### Logic cells by family, run 1

Scale bar: 20 um.
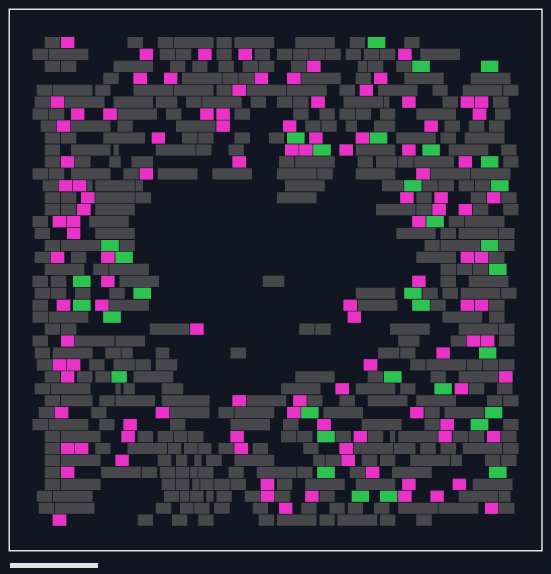
### Port wiring, run 1

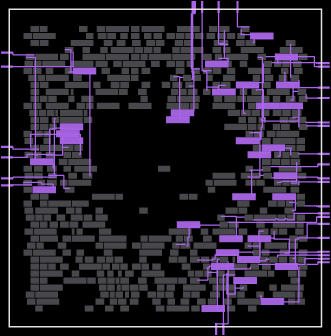
### The metal 3 layer, run 1

Scale bar: 20 um.
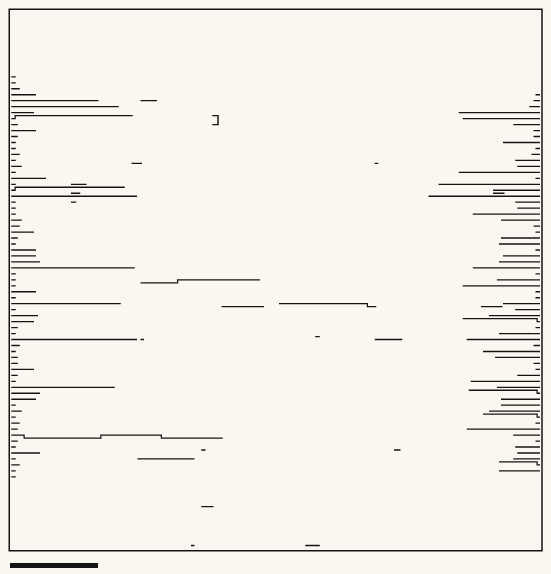
### Placement density heat map, run 1

The die is cut into 12 by 12 equal tiles; black is low, pale yellow is high, 0 to 100% covered.
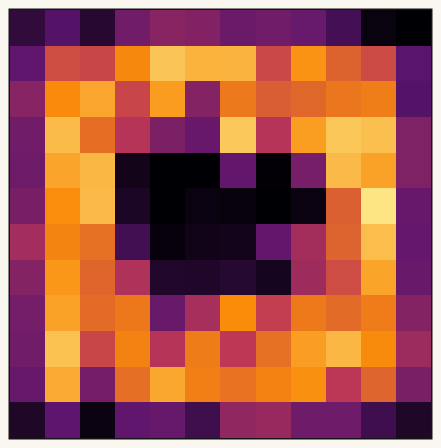
File: src/rtl/id_ex_operand_stage_if.sv
// Bundle of ID-side inputs, forwarding sources and EX-side outputs for id_ex_operand_stage.
// The stage uses the slave modport; the driver of ID/forward inputs uses master.
interface id_ex_operand_stage_if #(
  parameter int DW = 32,
  parameter int RW = 5
);
  logic          id_valid;
  logic [DW-1:0] id_rs_data;
  logic [DW-1:0] id_rt_data;
  logic [DW-1:0] id_imm;
  logic [RW-1:0] id_rs;
  logic [RW-1:0] id_rt;
  logic [RW-1:0] id_rd;
  logic          id_alu_src;
  logic [2:0]    id_alu_ctrl;
  logic          id_reg_write;
  logic          id_mem_read;
  logic          id_mem_write;
  logic          id_mem_to_reg;
  logic          id_uses_rt;
  logic          stall;
  logic          flush;
  logic          exmem_reg_write;
  logic [RW-1:0] exmem_rd;
  logic [DW-1:0] exmem_result;
  logic          memwb_reg_write;
  logic [RW-1:0] memwb_rd;
  logic [DW-1:0] memwb_data;
  logic [DW-1:0] alu_a;
  logic [DW-1:0] alu_b;
  logic [2:0]    alu_ctrl;
  logic [DW-1:0] store_data;
  logic          ex_valid;
  logic          ex_reg_write;
  logic          ex_mem_read;
  logic          ex_mem_write;
  logic          ex_mem_to_reg;
  logic [RW-1:0] ex_rd;
  logic          load_use_hazard;

  modport slave (
    input  id_valid, id_rs_data, id_rt_data, id_imm, id_rs, id_rt, id_rd,
           id_alu_src, id_alu_ctrl, id_reg_write, id_mem_read, id_mem_write,
           id_mem_to_reg, id_uses_rt, stall, flush,
           exmem_reg_write, exmem_rd, exmem_result,
           memwb_reg_write, memwb_rd, memwb_data,
    output alu_a, alu_b, alu_ctrl, store_data, ex_valid, ex_reg_write,
           ex_mem_read, ex_mem_write, ex_mem_to_reg, ex_rd, load_use_hazard
  );

  modport master (
    output id_valid, id_rs_data, id_rt_data, id_imm, id_rs, id_rt, id_rd,
           id_alu_src, id_alu_ctrl, id_reg_write, id_mem_read, id_mem_write,
           id_mem_to_reg, id_uses_rt, stall, flush,
           exmem_reg_write, exmem_rd, exmem_result,
           memwb_reg_write, memwb_rd, memwb_data,
    input  alu_a, alu_b, alu_ctrl, store_data, ex_valid, ex_reg_write,
           ex_mem_read, ex_mem_write, ex_mem_to_reg, ex_rd, load_use_hazard
  );
endinterface

File: src/rtl/id_ex_operand_stage.sv
// ID/EX pipeline register with operand select and load-use detection feeding the ALU.
// Define ID_EX_FORWARDING_EN to forward from EX/MEM and MEM/WB; otherwise any pending write stalls.
module id_ex_operand_stage #(
  parameter int          DW          = 32,
  parameter int          RW          = 5,
  parameter logic [2:0]  BUBBLE_CTRL = 3'b010
) (
  input  logic                   clk,
  input  logic                   reset,
  id_ex_operand_stage_if.slave   bus
);

  logic          valid_q, valid_d;
  logic [DW-1:0] rs_data_q, rs_data_d;
  logic [DW-1:0] rt_data_q, rt_data_d;
  logic [DW-1:0] imm_q, imm_d;
  logic [RW-1:0] rs_q, rs_d;
  logic [RW-1:0] rt_q, rt_d;
  logic [RW-1:0] rd_q, rd_d;
  logic          alu_src_q, alu_src_d;
  logic [2:0]    alu_ctrl_q, alu_ctrl_d;
  logic          reg_write_q, reg_write_d;
  logic          mem_read_q, mem_read_d;
  logic          mem_write_q, mem_write_d;
  logic          mem_to_reg_q, mem_to_reg_d;

  always_ff @(posedge clk or posedge reset) begin
    if (reset) begin
      valid_q      <= 1'b0;
      rs_data_q    <= '0;
      rt_data_q    <= '0;
      imm_q        <= '0;
      rs_q         <= '0;
      rt_q         <= '0;
      rd_q         <= '0;
      alu_src_q    <= 1'b0;
      alu_ctrl_q   <= BUBBLE_CTRL;
      reg_write_q  <= 1'b0;
      mem_read_q   <= 1'b0;
      mem_write_q  <= 1'b0;
      mem_to_reg_q <= 1'b0;
    end else begin
      valid_q      <= valid_d;
      rs_data_q    <= rs_data_d;
      rt_data_q    <= rt_data_d;
      imm_q        <= imm_d;
      rs_q         <= rs_d;
      rt_q         <= rt_d;
      rd_q         <= rd_d;
      alu_src_q    <= alu_src_d;
      alu_ctrl_q   <= alu_ctrl_d;
      reg_write_q  <= reg_write_d;
      mem_read_q   <= mem_read_d;
      mem_write_q  <= mem_write_d;
      mem_to_reg_q <= mem_to_reg_d;
    end
  end

  // Flush beats stall; an empty ID slot also loads a bubble.
  always_comb begin
    valid_d      = valid_q;
    rs_data_d    = rs_data_q;
    rt_data_d    = rt_data_q;
    imm_d        = imm_q;
    rs_d         = rs_q;
    rt_d         = rt_q;
    rd_d         = rd_q;
    alu_src_d    = alu_src_q;
    alu_ctrl_d   = alu_ctrl_q;
    reg_write_d  = reg_write_q;
    mem_read_d   = mem_read_q;
    mem_write_d  = mem_write_q;
    mem_to_reg_d = mem_to_reg_q;
    if (bus.flush || (!bus.stall && !bus.id_valid)) begin
      valid_d      = 1'b0;
      rs_data_d    = '0;
      rt_data_d    = '0;
      imm_d        = '0;
      rs_d         = '0;
      rt_d         = '0;
      rd_d         = '0;
      alu_src_d    = 1'b0;
      alu_ctrl_d   = BUBBLE_CTRL;
      reg_write_d  = 1'b0;
      mem_read_d   = 1'b0;
      mem_write_d  = 1'b0;
      mem_to_reg_d = 1'b0;
    end else if (!bus.stall) begin
      valid_d      = 1'b1;
      rs_data_d    = bus.id_rs_data;
      rt_data_d    = bus.id_rt_data;
      imm_d        = bus.id_imm;
      rs_d         = bus.id_rs;
      rt_d         = bus.id_rt;
      rd_d         = bus.id_rd;
      alu_src_d    = bus.id_alu_src;
      alu_ctrl_d   = bus.id_alu_ctrl;
      reg_write_d  = bus.id_reg_write;
      mem_read_d   = bus.id_mem_read;
      mem_write_d  = bus.id_mem_write;
      mem_to_reg_d = bus.id_mem_to_reg;
    end
  end

  logic [DW-1:0] fwd_rs;
  logic [DW-1:0] fwd_rt;
  logic          pending_write_hazard;

`ifdef ID_EX_FORWARDING_EN
  // r0 is hard-wired zero, so a write to it must never be forwarded.
  always_comb begin
    fwd_rs = rs_data_q;
    if (bus.exmem_reg_write && (bus.exmem_rd != '0) && (bus.exmem_rd == rs_q))
      fwd_rs = bus.exmem_result;
    else if (bus.memwb_reg_write && (bus.memwb_rd != '0) && (bus.memwb_rd == rs_q))
      fwd_rs = bus.memwb_data;
  end

  always_comb begin
    fwd_rt = rt_data_q;
    if (bus.exmem_reg_write && (bus.exmem_rd != '0) && (bus.exmem_rd == rt_q))
      fwd_rt = bus.exmem_result;
    else if (bus.memwb_reg_write && (bus.memwb_rd != '0) && (bus.memwb_rd == rt_q))
      fwd_rt = bus.memwb_data;
  end

  assign pending_write_hazard = 1'b0;
`else
  logic fwd_unused;
  assign fwd_unused = ^{bus.exmem_reg_write, bus.exmem_rd, bus.exmem_result,
                        bus.memwb_reg_write, bus.memwb_rd, bus.memwb_data};
  assign fwd_rs = rs_data_q;
  assign fwd_rt = rt_data_q;
  // Without forwarding, any result still in flight must be waited out upstream.
  assign pending_write_hazard = reg_write_q;
`endif

  logic src_match;
  assign src_match = (rd_q == bus.id_rs) || (bus.id_uses_rt && (rd_q == bus.id_rt));

  assign bus.load_use_hazard = valid_q && (mem_read_q || pending_write_hazard) &&
                               (rd_q != '0) && src_match;

  assign bus.alu_a         = fwd_rs;
  assign bus.alu_b         = alu_src_q ? imm_q : fwd_rt;
  assign bus.store_data    = fwd_rt;
  assign bus.alu_ctrl      = alu_ctrl_q;
  assign bus.ex_valid      = valid_q;
  assign bus.ex_reg_write  = reg_write_q;
  assign bus.ex_mem_read   = mem_read_q;
  assign bus.ex_mem_write  = mem_write_q;
  assign bus.ex_mem_to_reg = mem_to_reg_q;
  assign bus.ex_rd         = rd_q;

endmodule

File: src/flat_wrapper.sv
// flat-port wrapper written by rule: the top's interface ports become plain ports
module id_ex_operand_stage_flat 
#(
  parameter int          DW          = 32,
  parameter int          RW          = 5,
  parameter logic [2:0]  BUBBLE_CTRL = 3'b010
)
  (clk, reset, bus_id_valid, bus_id_rs_data, bus_id_rt_data, bus_id_imm, bus_id_rs, bus_id_rt, bus_id_rd, bus_id_alu_src, bus_id_alu_ctrl, bus_id_reg_write, bus_id_mem_read, bus_id_mem_write, bus_id_mem_to_reg, bus_id_uses_rt, bus_stall, bus_flush, bus_exmem_reg_write, bus_exmem_rd, bus_exmem_result, bus_memwb_reg_write, bus_memwb_rd, bus_memwb_data, bus_alu_a, bus_alu_b, bus_alu_ctrl, bus_store_data, bus_ex_valid, bus_ex_reg_write, bus_ex_mem_read, bus_ex_mem_write, bus_ex_mem_to_reg, bus_ex_rd, bus_load_use_hazard);
  id_ex_operand_stage_if #(.DW(DW), .RW(RW)) bus_i ();
  input  logic clk;
  input  logic reset;
  input wire logic [$bits(bus_i.id_valid)-1:0] bus_id_valid;
  input wire logic [$bits(bus_i.id_rs_data)-1:0] bus_id_rs_data;
  input wire logic [$bits(bus_i.id_rt_data)-1:0] bus_id_rt_data;
  input wire logic [$bits(bus_i.id_imm)-1:0] bus_id_imm;
  input wire logic [$bits(bus_i.id_rs)-1:0] bus_id_rs;
  input wire logic [$bits(bus_i.id_rt)-1:0] bus_id_rt;
  input wire logic [$bits(bus_i.id_rd)-1:0] bus_id_rd;
  input wire logic [$bits(bus_i.id_alu_src)-1:0] bus_id_alu_src;
  input wire logic [$bits(bus_i.id_alu_ctrl)-1:0] bus_id_alu_ctrl;
  input wire logic [$bits(bus_i.id_reg_write)-1:0] bus_id_reg_write;
  input wire logic [$bits(bus_i.id_mem_read)-1:0] bus_id_mem_read;
  input wire logic [$bits(bus_i.id_mem_write)-1:0] bus_id_mem_write;
  input wire logic [$bits(bus_i.id_mem_to_reg)-1:0] bus_id_mem_to_reg;
  input wire logic [$bits(bus_i.id_uses_rt)-1:0] bus_id_uses_rt;
  input wire logic [$bits(bus_i.stall)-1:0] bus_stall;
  input wire logic [$bits(bus_i.flush)-1:0] bus_flush;
  input wire logic [$bits(bus_i.exmem_reg_write)-1:0] bus_exmem_reg_write;
  input wire logic [$bits(bus_i.exmem_rd)-1:0] bus_exmem_rd;
  input wire logic [$bits(bus_i.exmem_result)-1:0] bus_exmem_result;
  input wire logic [$bits(bus_i.memwb_reg_write)-1:0] bus_memwb_reg_write;
  input wire logic [$bits(bus_i.memwb_rd)-1:0] bus_memwb_rd;
  input wire logic [$bits(bus_i.memwb_data)-1:0] bus_memwb_data;
  output wire logic [$bits(bus_i.alu_a)-1:0] bus_alu_a;
  output wire logic [$bits(bus_i.alu_b)-1:0] bus_alu_b;
  output wire logic [$bits(bus_i.alu_ctrl)-1:0] bus_alu_ctrl;
  output wire logic [$bits(bus_i.store_data)-1:0] bus_store_data;
  output wire logic [$bits(bus_i.ex_valid)-1:0] bus_ex_valid;
  output wire logic [$bits(bus_i.ex_reg_write)-1:0] bus_ex_reg_write;
  output wire logic [$bits(bus_i.ex_mem_read)-1:0] bus_ex_mem_read;
  output wire logic [$bits(bus_i.ex_mem_write)-1:0] bus_ex_mem_write;
  output wire logic [$bits(bus_i.ex_mem_to_reg)-1:0] bus_ex_mem_to_reg;
  output wire logic [$bits(bus_i.ex_rd)-1:0] bus_ex_rd;
  output wire logic [$bits(bus_i.load_use_hazard)-1:0] bus_load_use_hazard;
  assign bus_i.id_valid = bus_id_valid;
  assign bus_i.id_rs_data = bus_id_rs_data;
  assign bus_i.id_rt_data = bus_id_rt_data;
  assign bus_i.id_imm = bus_id_imm;
  assign bus_i.id_rs = bus_id_rs;
  assign bus_i.id_rt = bus_id_rt;
  assign bus_i.id_rd = bus_id_rd;
  assign bus_i.id_alu_src = bus_id_alu_src;
  assign bus_i.id_alu_ctrl = bus_id_alu_ctrl;
  assign bus_i.id_reg_write = bus_id_reg_write;
  assign bus_i.id_mem_read = bus_id_mem_read;
  assign bus_i.id_mem_write = bus_id_mem_write;
  assign bus_i.id_mem_to_reg = bus_id_mem_to_reg;
  assign bus_i.id_uses_rt = bus_id_uses_rt;
  assign bus_i.stall = bus_stall;
  assign bus_i.flush = bus_flush;
  assign bus_i.exmem_reg_write = bus_exmem_reg_write;
  assign bus_i.exmem_rd = bus_exmem_rd;
  assign bus_i.exmem_result = bus_exmem_result;
  assign bus_i.memwb_reg_write = bus_memwb_reg_write;
  assign bus_i.memwb_rd = bus_memwb_rd;
  assign bus_i.memwb_data = bus_memwb_data;
  assign bus_alu_a = bus_i.alu_a;
  assign bus_alu_b = bus_i.alu_b;
  assign bus_alu_ctrl = bus_i.alu_ctrl;
  assign bus_store_data = bus_i.store_data;
  assign bus_ex_valid = bus_i.ex_valid;
  assign bus_ex_reg_write = bus_i.ex_reg_write;
  assign bus_ex_mem_read = bus_i.ex_mem_read;
  assign bus_ex_mem_write = bus_i.ex_mem_write;
  assign bus_ex_mem_to_reg = bus_i.ex_mem_to_reg;
  assign bus_ex_rd = bus_i.ex_rd;
  assign bus_load_use_hazard = bus_i.load_use_hazard;
  id_ex_operand_stage #(.DW(DW), .RW(RW), .BUBBLE_CTRL(BUBBLE_CTRL)) u_core (.clk(clk), .reset(reset), .bus(bus_i));
endmodule
File: config.mk
export PLATFORM = sky130hd
export DESIGN_NAME = id_ex_operand_stage_flat
export DESIGN_NICKNAME = d
export VERILOG_FILES = /design/src/rtl/id_ex_operand_stage_if.sv /design/src/rtl/id_ex_operand_stage.sv /design/src/flat_wrapper.sv
export SDC_FILE = /design/constraint.sdc
export NUM_CORES = 1
export LEC_CHECK = 0
export CAP_MARGIN = 20
export CORE_AREA = 5 5 116 118
export CTS_BUF_LIST = sky130_fd_sc_hd__clkbuf_8
export DETAILED_ROUTE_END_ITERATION = 16
export DIE_AREA = 0 0 121 123
export HOLD_SLACK_MARGIN = 0.1
export MAX_ROUTING_LAYER = met4
export PLACE_DENSITY = 0.81
export SETUP_SLACK_MARGIN = 0.02
export SYNTH_ARGS = -nofsm -noshare
export SYNTH_HDL_FRONTEND = slang
export SYNTH_SLANG_ARGS = --single-unit
File: constraint.sdc
create_clock -name clk -period 5.9 [get_ports clk]
set_clock_uncertainty 0.05 [all_clocks]
set_input_delay 0.885 -clock clk [delete_from_list [all_inputs] [get_ports clk]]
set_output_delay 0.885 -clock clk [all_outputs]
set_load 0.02 [all_outputs]
==> notes.md, run 1 <==
Status of the implementation.

- The flow ran to the end, and the final reports show no timing, DRC or antenna violations.
- The maximum number of pins on one net before global-route repair is 58, for reference.
- The final routed wirelength across all metal layers is 13.4 mm, for reference.
- In this design, the stage delay of the slowest critical-path cell is 0.63 ns.
- The worst-case setup margin in the final layout is 2.32 ns, for reference.
- The met1 capacity usage during global routing is 22.2%, for reference.
- The via count of the first global-routing pass is 3950, for reference.
- Adding up every negative setup slack in the final design gives 0 ns.
- The number of DRC markers in iteration 0 is about 150, for reference.
- In the Yosys report the total cell count is 303.
- The horizontal die dimension reported for this design is 121 um.
- Yosys printed 0 warnings.
- The top cell type's share of synthesized area is 61.7%, for reference.
- At the end of the flow, the number of nets in the layout was 728.
- CTS built an H-tree with a depth of 3.
- The tightest hold margin is 0.437 ns, for reference.
- Nets still carrying antenna violations after routing amount to 0.
- For this design, the CTS-stage hold fixing added 0 buffers.
- In this run the post-CTS setup repair buffer count came out at 0.
- Synthesis produced a netlist with a net count of 504.
- The area fraction in and, or, nand and nor cells after synthesis is 1.33%, for reference.
- The number of buffers between clock root and the deepest sink is 2, for reference.
- The tree is rooted in a clkbuf_8.
- The total clock buffers created by CTS is 9, for reference.
- The mapped netlist covers 4420 um2.
- Per the final report, max-transition violations number 0.
- In this run the layout overhead on the synthesized area is reported as 60.1%.
- The count of boundary I/O pins is 311, for reference.
- The chip area is 14900 um2, for reference.
- Of the available clock period, the critical path in the final layout requires 60.7%.
- The number of antenna violations at the first check in global routing is 0, for reference.
- The clock net sink count is 110, for reference.
- In this run the standard cell core region covers 12400 um2.
- The required time reported for the critical path endpoint is 4.97 ns, for reference.
- The post-route minimum period is approximately 3.6 ns, for reference.
- The transition at the pin with the smallest max-transition slack is between 0.7 and 0.8 ns, for reference.
-- 'Logic cells by family' (at the start) --
[green] multiplexers | cells: 33 | where: spread over the die
[magenta] AND-OR and OR-AND gates | cells: 108 | where: spread over the die
most frequent logic cell in the layout: clkdlybuf4s50_1
share of cell area taken by multi-input logic gates: 21.0%

-- 'Port wiring' (at the start) --
[purple] bus_store_data | bits: 32 | direction: output | edge: 19 right, 6 left, 5 top, 2 bottom | end cells: 32 | buffers: 32 | wire: 1370 um

-- 'The metal 3 layer' (at the start) --
main direction: horizontal
longest straight run: 28.3 um
share of all routed wire: 7.6%
nets with wire on the layer: 141
wire length on this layer: 1020 um
Vias: 3575
GR Util met3: 5.03%

-- 'Placement density heat map' (at the start) --
nearly empty tiles: 4.9%
fullest tile: 94%
tiles over 75% full: 19%
emptiest ninth of the die: middle

## run 1: synthesized netlist by cell type
cell	n
nor2_1	1
nand3_1	2
nor3_1	1
buf_4	1
or4_1	1
mux2_2	32
buf_2	22
o221ai_1	1
xor2_1	7
dfstp_2	1
a21oi_1	1
xnor2_1	3
nor2b_4	1
a22oi_1	1
nor3b_2	1
dfrtp_1	109
mux2i_1	1
inv_1	3
nor4_1	1
buf_6	5
a22o_1	108
## run 1: metal layers
| metal | wire length (um) | share of wire, % |
|---|---|---|
| met2 | 6510 | 49 |
| met1 | 5600 | 42 |
| met4 | 229 | 1.7 |
| met3 | 1020 | 7.6 |
| met5 | 0 | 0 |
## run 1: metrics by stage
stage | cells | utilization [%] | power (mW)
6_report | 704 | 57.3 | 1.54
5_1_grt | 704 | 57.3 | 1.61
4_1_cts | 703 | 57.1 | 1.56
3_5_place_dp | 687 | 55.5 | 1.09
3_3_place_gp | 687 | 55.5 | 1.09
2_1_floorplan | 303 | - | 0.928
## run 1: worst paths after layout
check	startpoint	end	slack, ns	depth (start not counted)
min in group asynchronous	reset	u_core.bus.store_data[6]$_DFFE_PP0P_	0.92	2
max in group asynchronous	reset	u_core.bus.alu_a[29]$_DFFE_PP0P_	3.68	3
setup reg to reg	u_core.alu_src_q$_DFFE_PP0P_	u_core.alu_src_q$_DFFE_PP0P_	4.83	2
hold reg to reg	u_core.bus.alu_ctrl[1]$_DFFE_PP1P_	u_core.bus.alu_ctrl[1]$_DFFE_PP1P_	0.44	2
setup / recovery	bus_id_rt[2]	bus_load_use_hazard	2.32	6
hold / removal	u_core.bus.alu_ctrl[1]$_DFFE_PP1P_	u_core.bus.alu_ctrl[1]$_DFFE_PP1P_	0.44	2
## run 1: power groups by stage
stage | combinational (mW) | sequential, mW | clock, mW
final | 0.275 | 0.802 | 0.462
after global routing | 0.293 | 0.806 | 0.514
after CTS | 0.277 | 0.802 | 0.481
after detailed placement | 0.276 | 0.816 | 0
after global placement | 0.271 | 0.815 | 0
after floorplan | 0.0909 | 0.837 | 0
## run 1: final cells by class
class	count	area (um2)	share of cell area, %
well taps	172	215	3.04
repair buffers	241	2410	34.0
multi-input cells	162	1490	21.0
flip-flops and latches	110	2750	38.9
clock inverters	5	51.3	0.724
inverters	3	13.8	0.194
clock buffers	11	151	2.14
## run 1: worst max-delay path: cells and delay by family
| kind | cells | cell delay (ns) |
|---|---|---|
| buffers and inverters | 2 | 1.04 |
| and+or+nand+nor | 2 | 0.42 |
| AOI/OAI and AO/OA | 1 | 0.15 |
| xor gates and xnor gates | 1 | 0.14 |
## run 1: cells in the final DEF, fill, tap and decap left out, drive strengths merged
cell,netlist,routed
clkdlybuf4s50,0,234
dfrtp,109,109
a22o,108,108
mux2,32,32
clkbuf,0,11
xor2,7,7
buf,28,7
inv,3,5
xnor2,3,3
nand3,2,2
clkinv,0,2
nor2b,1,1
nor3b,1,1
nor3,1,1
nor4,1,1
or4,1,1
o221ai,1,1
a21oi,1,1
mux2i,1,1
nor2,1,1
a22oi,1,1
bufinv,0,1
dfstp,1,1
### Cell outlines without signal wires, run 1

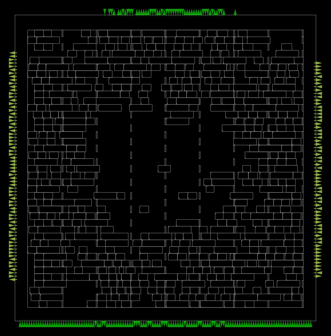

==> run 1 -> run 2 <==
--- a/config.mk
+++ b/config.mk
@@ -6,13 +6,13 @@
 export NUM_CORES = 1
 export LEC_CHECK = 0
 export CAP_MARGIN = 20
-export CORE_AREA = 5 5 116 118
+export CORE_AREA = 5 5 85 165
 export CTS_BUF_LIST = sky130_fd_sc_hd__clkbuf_8
 export DETAILED_ROUTE_END_ITERATION = 16
-export DIE_AREA = 0 0 121 123
+export DIE_AREA = 0 0 90 170
 export HOLD_SLACK_MARGIN = 0.1
 export MAX_ROUTING_LAYER = met4
-export PLACE_DENSITY = 0.81
+export PLACE_DENSITY = 0.79
 export SETUP_SLACK_MARGIN = 0.02
 export SYNTH_ARGS = -nofsm -noshare
 export SYNTH_HDL_FRONTEND = slang
==> constraint.sdc (replaced) <==
create_clock -name clk -period 3.45 [get_ports clk]
set_clock_uncertainty 0.05 [all_clocks]
set_input_delay 0.5175 -clock clk [delete_from_list [all_inputs] [get_ports clk]]
set_output_delay 0.5175 -clock clk [all_outputs]
set_load 0.02 [all_outputs]
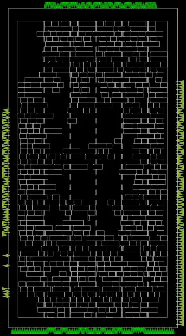
*Cell outlines without signal wires, run 2*
number of fill cells in the layout: 1070
area of the placeable core: 12600 um2
post-layout util: 56.3%

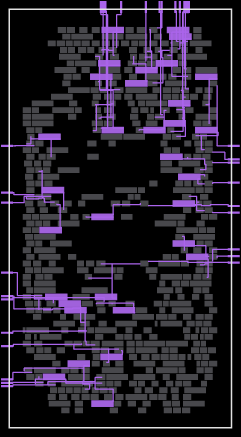
*Port wiring, run 2*
[purple] bus_store_data | bits: 32 | direction: output | edge: 12 top, 11 left, 9 right | end cells: 32 | buffers: 32 | wire: 1490 um

==> notes.md, run 2 <==
Status of the implementation.

- The end point of the critical path is bus_load_use_hazard, for reference.
- The fraction of final layout cells with drive strength greater than 1 is 11.3%, for reference.
- Global routing used 18.4% of the available tracks.
- The number of buffers between clock root and the deepest sink was 2 (unchanged).
- The number of routed nets with antenna violations came to 0 (unchanged).
- The summed instance area of the synthesized netlist is 4420 um2 (unchanged), for reference.
- The maximum number of pins on one net before global-route repair is 56 (-3.4%), for reference.
- The post-synth tally of flip-flops with integrated enable came to 0 (unchanged).
- VDD sags by at most 0.000215 V.
- The launching element type of the critical path is an input pin, for reference.
- The count of yosys warnings during synthesis was 0 (unchanged).
- The chip area estimate from yosys synthesis is 4420 um2, for reference.
- The async set or reset register ratio after synthesis is 100% (unchanged).
- The required time reported for the critical path endpoint is 2.88 ns (-2.09 ns), for reference.
- The final routed wirelength across all metal layers is 14.1 mm (+5.5%), for reference.
- The total buffers and inverters traversed by the critical path was 2 (unchanged).
- The count of hold buffers inserted by post-cts repair was 0 (unchanged).
- The path type of the worst setup path is in -> out, for reference.
- The cell family contributing the most delay on the critical path is buffers and inverters, for reference.
- The multi-input combinational cell area came to 1490 um2 (unchanged).
- The cell taking the most area after synthesis is dfrtp_1, for reference.
- By instance count after routing, the leading logic cell type is clkdlybuf4s50_1.
- The normalized max-slew margin is between 50% and 60%, for reference.
- After its last routability iteration, the placer logged a weighted congestion of 0.820.
- The count of vias placed by the detailed router is 3545 (-0.84%), for reference.
- The number of nets in the synthesized netlist is 504 (unchanged), for reference.
- Across the run, the number of max-cap violations was 0.
- The flow ran to the end, and the final reports show no timing, DRC or antenna violations.
- The top cell type's share of synthesized area is 61.7% (unchanged), for reference.
- The via count of the first global-routing pass is 3894 (-1.4%), for reference.
- The total number of cells along the worst setup path is 6 (unchanged), for reference.
- The tree is rooted in a clkbuf_8.
- The first global-routing pass estimated 21.9 mm of wire.
- The transition at the pin with the smallest max-transition slack is 0.724 ns (+0.0138 ns), for reference.
- The count of H-tree levels built during CTS is 3 (unchanged).
- Yosys attributes the largest share of cell area to dfrtp_1 62%, a22o_1 21%, mux2_2 8.1%.
- The relative area change from synthesis to final layout is 59.8%, for reference.
- The count of pins over their slew limit came to 0 (unchanged).
- In this design, the critical path's most frequently occurring cell is clkdlybuf4s50_1.
- The slack of the worst reg-to-reg path came to 2.48 ns (-2.35 ns).
- The number of cells on the worst reg-to-reg path was 2 (unchanged).
- The critical register-to-register path startpoint is u_core.alu_src_q$_DFFE_PP0P_, for reference.
- The worst-case setup margin in the final layout is 0.632 ns (-1.69 ns).
- The count of buffers added by post-CTS timing repair for setup came to 0 (unchanged).
- For reference, the top cells by count after synthesis are 109 x dfrtp_1, 108 x a22o_1, 32 x mux2_2.
- The number of DRC markers in iteration 0 came to 84 (-43%).
- The chip area is 15300 um2 (+2.8%).
- The timing report gives the clock slew at the launch and capture registers of the worst setup and hold paths as 0.11 ns.
- The count of nets after finishing is 729 (+0.14%), for reference.
- The total clock buffers created by CTS is 9 (unchanged), for reference.
- The sequential cell area came to 2750 um2 (unchanged).
- The prevailing post-synth register cell is dfrtp_1, for reference.
- The launch point of the worst path is bus_id_rt[2], for reference.
- The post-route minimum period is around 2.8 ns, for reference.
- The overall die width is 90 um (-26%).
- The slowest library cell on the worst path is clkdlybuf4s50_1, for reference.
- For this run the top cell type by instance count after synthesis was dfrtp_1.
- The leakage power is 3.14 nW, for reference.
- The setup TNS after final layout came to 0 ns (unchanged).
- The number of antenna violations at the first check in global routing came to 1 (+1).
- Of the available clock period, the critical path in the final layout requires 81.7%.
- Of the synthesized area, sequential elements account for 62.3%.
- In the layout the commonest cells are 234 x clkdlybuf4s50_1, 109 x dfrtp_1, 108 x a22o_1, 32 x mux2_2, 9 x clkbuf_8.
- The delay of the slowest critical-path stage is 0.63 ns (about the same).
- The endpoint of the most critical register-to-register path is u_core.alu_src_q$_DFFE_PP0P_, for reference.
- The cell total in the yosys stat output came to 303 (unchanged).
- The clock net sink count is 110 (unchanged), for reference.
- In this run the critical path is formed by clkdlybuf4s50_1, xor2_1, nor4_1, nand3_1, a21oi_1, clkdlybuf4s50_1.
- In the final report, the number of endpoints failing setup comes to 0.
- For this run, the detailed router reports a per-instance via density of 5.18.
- The count of boundary I/O pins is 311 (unchanged), for reference.
==> run 2: cell types whose count changed in the layout (fill, tap and decap cells not counted), sizes merged <==
| cell | previous run | this run |
|---|---|---|
| clkinv | 2 | 1 |
| buf | 7 | 8 |
| clkinvlp | 0 | 2 |
| diode | 0 | 1 |
| inv | 5 | 6 |
| clkbuf | 11 | 9 |
==> run 2: layout make-up <==
cell class	instances	area share, %
inverters	3	0.212
flip-flops and latches	110	39.0
well taps	150	2.66
diodes	1	0.0354
repair buffers	242	34.2
multi-input cells	162	21.1
clock buffers	9	1.75
clock inverters	7	1.13
==> run 2: per-layer routing <==
layer  vias up  part of all wire (%)  GRT usage, %
met3        20                   5.2          4.07
li1       1603                     -             -
met4         0                   2.7          7.39
met1      1775                    38          20.8
met5         -                     0             -
met2       147                    54          31.6
==> run 2: worst min-delay path: stages, from the launching register on <==
cell	delay [ns]
dfstp_2	0.39
inv_1	0.04
a22oi_1	0.07
==> run 2: stage by stage <==
stage | cells | total power, mW | cell area (um2) | util (%) | hold WS (ns)
detailed placement | 667 | 1.87 | 6860 | 54.7 | 0.426
CTS | 683 | 2.70 | 7070 | 56.3 | 0.443
global route | 684 | 2.78 | 7070 | 56.3 | 0.467
floorplan | 303 | 1.59 | 4430 | - | 0.417
global placement | 667 | 1.86 | 6860 | 54.7 | 0.424
finish | 684 | 2.66 | 7070 | 56.3 | 0.444
==> run 2: worst min path at each step <==
stage	slack [ns]	end	cells after the start	start
floorplan	0.42	u_core.imm_q[0]$_DFFE_PP0P_	1	u_core.imm_q[0]$_DFFE_PP0P_
global placement	0.42	u_core.bus.alu_ctrl[1]$_DFFE_PP1P_	2	u_core.bus.alu_ctrl[1]$_DFFE_PP1P_
detailed placement	0.43	u_core.bus.alu_ctrl[1]$_DFFE_PP1P_	2	u_core.bus.alu_ctrl[1]$_DFFE_PP1P_
CTS	0.44	u_core.bus.alu_ctrl[1]$_DFFE_PP1P_	2	u_core.bus.alu_ctrl[1]$_DFFE_PP1P_
global route	0.47	u_core.bus.alu_ctrl[1]$_DFFE_PP1P_	2	u_core.bus.alu_ctrl[1]$_DFFE_PP1P_
finish	0.44	u_core.bus.alu_ctrl[1]$_DFFE_PP1P_	2	u_core.bus.alu_ctrl[1]$_DFFE_PP1P_
==> run 2: kinds of logic after synthesis <==
logic type      after synthesis  synth area share [%]
compound gates              111                  21.9
xor+xnor                     10                  1.98
buf+inv                      31                  4.19
flops                       110                  62.3
mux                          33                  8.37
simple gates                  8                  1.33
==> run 2: report_power, final <==
part | leakage (nW) | switching [mW] | internal [mW]
Sequential | 1.50 | 0.0349 | 1.34
Combinational | 1.54 | 0.202 | 0.270
Clock | 0.103 | 0.469 | 0.348
Total | 3.14 | 0.705 | 1.96
### Logic cells by family, run 2

Scale bar: 20 um.
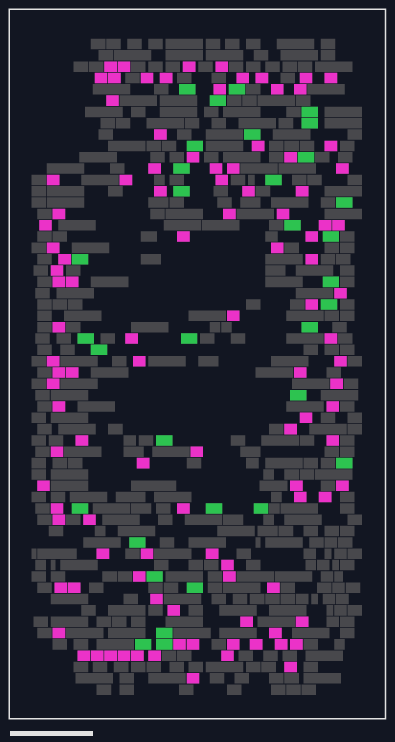

==> run 2 -> run 3 <==
--- a/config.mk
+++ b/config.mk
@@ -6,13 +6,13 @@
 export NUM_CORES = 1
 export LEC_CHECK = 0
 export CAP_MARGIN = 20
-export CORE_AREA = 5 5 85 165
+export CORE_AREA = 5 5 88 172
 export CTS_BUF_LIST = sky130_fd_sc_hd__clkbuf_8
 export DETAILED_ROUTE_END_ITERATION = 16
-export DIE_AREA = 0 0 90 170
+export DIE_AREA = 0 0 93 177
 export HOLD_SLACK_MARGIN = 0.1
 export MAX_ROUTING_LAYER = met4
-export PLACE_DENSITY = 0.79
+export PLACE_DENSITY = 0.77
 export SETUP_SLACK_MARGIN = 0.02
 export SYNTH_ARGS = -nofsm -noshare
 export SYNTH_HDL_FRONTEND = slang
==> constraint.sdc (replaced) <==
create_clock -name clk -period 2.5 [get_ports clk]
set_clock_uncertainty 0.05 [all_clocks]
set_input_delay 0.375 -clock clk [delete_from_list [all_inputs] [get_ports clk]]
set_output_delay 0.375 -clock clk [all_outputs]
set_load 0.02 [all_outputs]
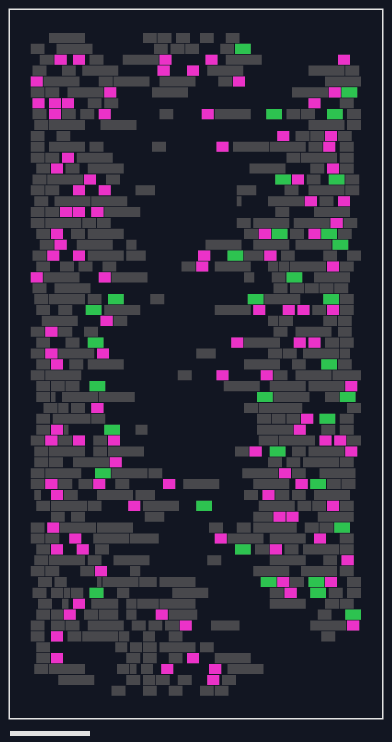
*Logic cells by family, run 3*
Scale bar: 20 um.
[green] multiplexers | cells: 33 | where: spread over the die
[magenta] AND-OR and OR-AND gates | cells: 108 | where: spread over the die
final non-filler cell total: 691
share of cell area taken by multi-input logic gates: 21.1%

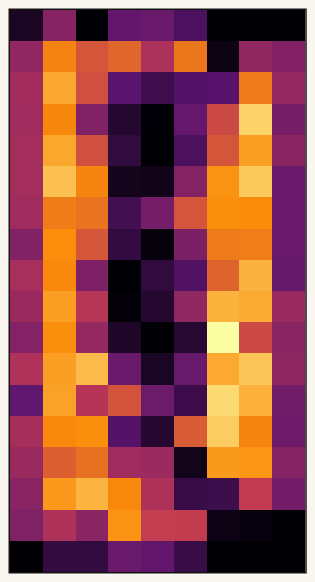
*Placement density heat map, run 3*
The die is cut into 9 by 18 equal tiles; black is low, pale yellow is high, 0 to 100% covered.
mean over tiles: 42%
nearly empty tiles: 9.3%
tiles over 75% full: 18%
emptiest ninth of the die: middle
fullest tile: 100%
Init Core Util: 32.2%
post-layout util: 52.0%
area of the placeable core: 13700 um2

==> notes.md, run 3 <==
Status of the implementation.

- The number of buffers between clock root and the deepest sink was 2 (unchanged).
- The async set or reset register ratio after synthesis is 100% (unchanged), for reference.
- The cell total in the yosys stat output is 303 (unchanged).
- The summed instance area of the synthesized netlist was 4420 um2 (unchanged).
- The via count of the first global-routing pass is 3978 (+2.2%), for reference.
- The overall die width is 93 um (+3.3%).
- The antenna cell count is 0 (-1).
- In this run the layout overhead on the synthesized area is reported as 61.6%.
- The share of synthesized area occupied by flip-flops and latches is 62.3% (unchanged), for reference.
- Counting I/O delays and the setup requirement, the final critical path takes approximately 2.3 ns.
- The chip area is 16500 um2 (+7.6%), for reference.
- In the setup report, the worst path falls into the class reg -> out.
- As reported, the later end of the worst-skew pair has a clock insertion delay of approximately 0.35 ns.
- The cell count of the worst hold path is 2 (unchanged), for reference.
- The sequential cell area is 2750 um2 (unchanged), for reference.
- The total congestion overflow after global routing is 0, for reference.
- The chip area estimate from yosys synthesis is 4420 um2 (unchanged), for reference.
- The count of H-tree levels built during CTS was 3 (unchanged).
- The wire length of the first global-routing pass is 22.0 mm (+0.79%), for reference.
- The multi-input combinational cell area is 1510 um2 (+1.1%), for reference.
- The switching share of total power is 25.0% (-1.5 points), for reference.
- The wire-length estimate of the detail-placed layout is 10.2 mm.
- The count of fill cells added during filler insertion was 1176 (+9.9%).
- The per-cell via count in the routed design is 5.23 (+0.94%), for reference.
- The post-layout period usage of the worst path is 94.0%, for reference.
- The count of boundary I/O pins came to 311 (unchanged).
- The total clock buffers created by CTS is 9 (unchanged), for reference.
- The setup TNS after final layout is 0 ns (unchanged), for reference.
- The count of hold buffers inserted by post-cts repair was 0 (unchanged).
- The critical path capture point type is an output pin, for reference.
- The final routed wirelength across all metal layers was 14.2 mm (+0.67%).
- The logs give a warning total of 106.
- The internal power consumption is 2.78 mW (+42%).
- The count of nets after finishing came to 731 (+0.27%).
- The number of placement rows is 61, for reference.
- The number of DRC markers in iteration 0 came to 81 (-3.6%).
- The share of power burned in combinational logic is 18.0% (+0.3 points).
- The top fanout value on the critical path is 14, for reference.
- Looking at area per cell type in the netlist, the leader is dfrtp_1.
- In the post-synthesis netlist, the cell with the most instances is dfrtp_1.
- The flow ran to the end, and the final reports show no timing, DRC or antenna violations.
- The post-synth tally of flip-flops with integrated enable is 0 (unchanged), for reference.
- The die is 177 um tall.
- The number of antenna violations at the first check in global routing is 0 (-1), for reference.
- The number of iterations in the first detailed-routing pass is 6, for reference.
- The transition at the pin with the smallest max-transition slack is 0.601 ns (-0.123 ns), for reference.
- STA classifies the critical path startpoint as a flop.
- The normalized max-slew margin came to 60.0% (+8.3 points).
- The hold violation count in the final report is 0, for reference.
- The count of final setup violators is 0 (unchanged), for reference.
- The sequential power share is 51.0% (-0.6 points), for reference.
- The most used flip-flop cell after synthesis is dfrtp_1.
- The leakage power was 3.17 nW (+0.80%).
- The top cell type's share of synthesized area is 61.7% (unchanged), for reference.
- The clock-pin slew reported for the worst setup and hold paths after clock tree synthesis is 0.10 ns (about the same), for reference.
- The maximum number of pins on one net before global-route repair is 111 (+98%), for reference.
- The switching power was 0.930 mW (+32%).
- The top cell types in the final layout, fill and taps aside, are 233 x clkdlybuf4s50_1, 109 x dfrtp_1, 108 x a22o_1, 32 x mux2_2, 9 x clkbuf_8.
- The count of vias placed by the detailed router is 3615 (+2.0%), for reference.
- The commonest cells after synthesis are 109 x dfrtp_1, 108 x a22o_1, 32 x mux2_2.
- Counting only logic cells after layout, the most numerous master is clkdlybuf4s50_1.
- The fraction of final layout cells with drive strength greater than 1 is 12.0% (+0.73 points).
- The share of total power in the clock network was 31.0% (+0.3 points).
- The global placer's final weighted congestion is 0.763 (-6.9%).
- The number of cells on the worst reg-to-reg path is 2 (unchanged), for reference.
- The maximum resistive drop on vdd came to 0.000223 V (+3.7%).
- The DRC violation total left in the routed layout is recorded as 0.
- The count of pins over their slew limit is 0 (unchanged), for reference.
- For reference, the top cells by area after synthesis are dfrtp_1 62%, a22o_1 21%, mux2_2 8.1%.
- The total of flip-flops plus latches after synthesis is 110, for reference.
- The total design power is 3.72 mW (+40%), for reference.
- The clock net sink count is 110 (unchanged), for reference.
- The tree is rooted in a clkbuf_8.
- The number of max-capacitance violations reported is 0 (unchanged), for reference.
- The number of routed nets with antenna violations is 0 (unchanged), for reference.
- The required time reported for the critical path endpoint is 2.08 ns (-0.80 ns).
- The number of nets in the synthesized netlist came to 504 (unchanged).
- The number of instances in the synthesized netlist is 303, for reference.
- The global-route total usage across every layer is 17.9% (-0.57 points), for reference.
- The count of yosys warnings during synthesis is 0 (unchanged), for reference.
-- run 3: cell counts after synthesis --
No cell type changed its count.
-- run 3: final timing paths --
kind	from	to	slack, ns
min in group asynchronous	reset	u_core.imm_q[19]$_DFFE_PP0P_	0.47
setup / recovery	u_core.alu_src_q$_DFFE_PP0P_	bus_alu_b[22]	0.15
setup reg to reg	u_core.alu_src_q$_DFFE_PP0P_	u_core.alu_src_q$_DFFE_PP0P_	1.52
max in group asynchronous	reset	u_core.bus.alu_a[24]$_DFFE_PP0P_	1.46
hold / removal	u_core.bus.alu_ctrl[1]$_DFFE_PP1P_	u_core.bus.alu_ctrl[1]$_DFFE_PP1P_	0.44
hold reg to reg	u_core.bus.alu_ctrl[1]$_DFFE_PP1P_	u_core.bus.alu_ctrl[1]$_DFFE_PP1P_	0.44
-- run 3: worst max-delay path, stage by stage (launching register included) --
cell and delay (ns):
dfrtp_1 0.39, buf_4 0.25, mux2_2 0.39, clkdlybuf4s50_1 0.54
-- run 3: logic make-up after synthesis --
group	after synthesis	share of synthesized area, %
AND-OR/OR-AND	111	21.9
flip-flops	110	62.3
multiplexers	33	8.37
buffers and inverters	31	4.19
XOR/XNOR	10	1.98
AND/OR/NAND/NOR	8	1.33
-- run 3: final cells by class --
cell class | count | area share [%]
clock buffers | 9 | 1.73
clock inverters | 6 | 1.23
inverters | 3 | 0.210
multi-input cells | 162 | 21.1
flip-flops and latches | 110 | 38.5
well taps | 157 | 2.75
repair buffers | 244 | 34.5
-- run 3: power by group through the flow --
stage	logic (mW)	registers, mW	clock network, mW
2_1_floorplan	0.215	1.98	0
3_3_place_gp	0.664	1.93	0
3_5_place_dp	0.672	1.93	0
4_1_cts	0.675	1.90	1.20
5_1_grt	0.711	1.91	1.26
6_report	0.668	1.90	1.15
-- run 3: routing by layer --
metal,GRT usage [%],vias to the layer above,part of all wire [%]
met1,23.0,1769,44
met5,-,-,0
met3,6.09,9,10
met2,27.4,223,45
li1,-,1614,-
met4,4.22,0,0.94
-- run 3: repair_timing --
action | 4_1_cts | 5_1_grt
cloned | 0 | 0
buffers inserted | 0 | 0
endpoints found under the hold margin | 0 | 0
resized | 3 | 4
pin swaps | 0 | 0
setup endpoints to repair | 1 | 1
-- run 3: metrics by stage --
step	instance area (um2)	worst slack (ns)	hold slack, ns	instances
floorplan	4430	0.672	0.391	303
global placement	6920	-0.227	0.423	676
detailed placement	6920	-0.228	0.429	676
CTS	7140	0.0423	0.445	691
global route	7150	0.0549	0.464	691
finish	7150	0.150	0.442	691
Power is estimated from default activity; no workload was simulated.
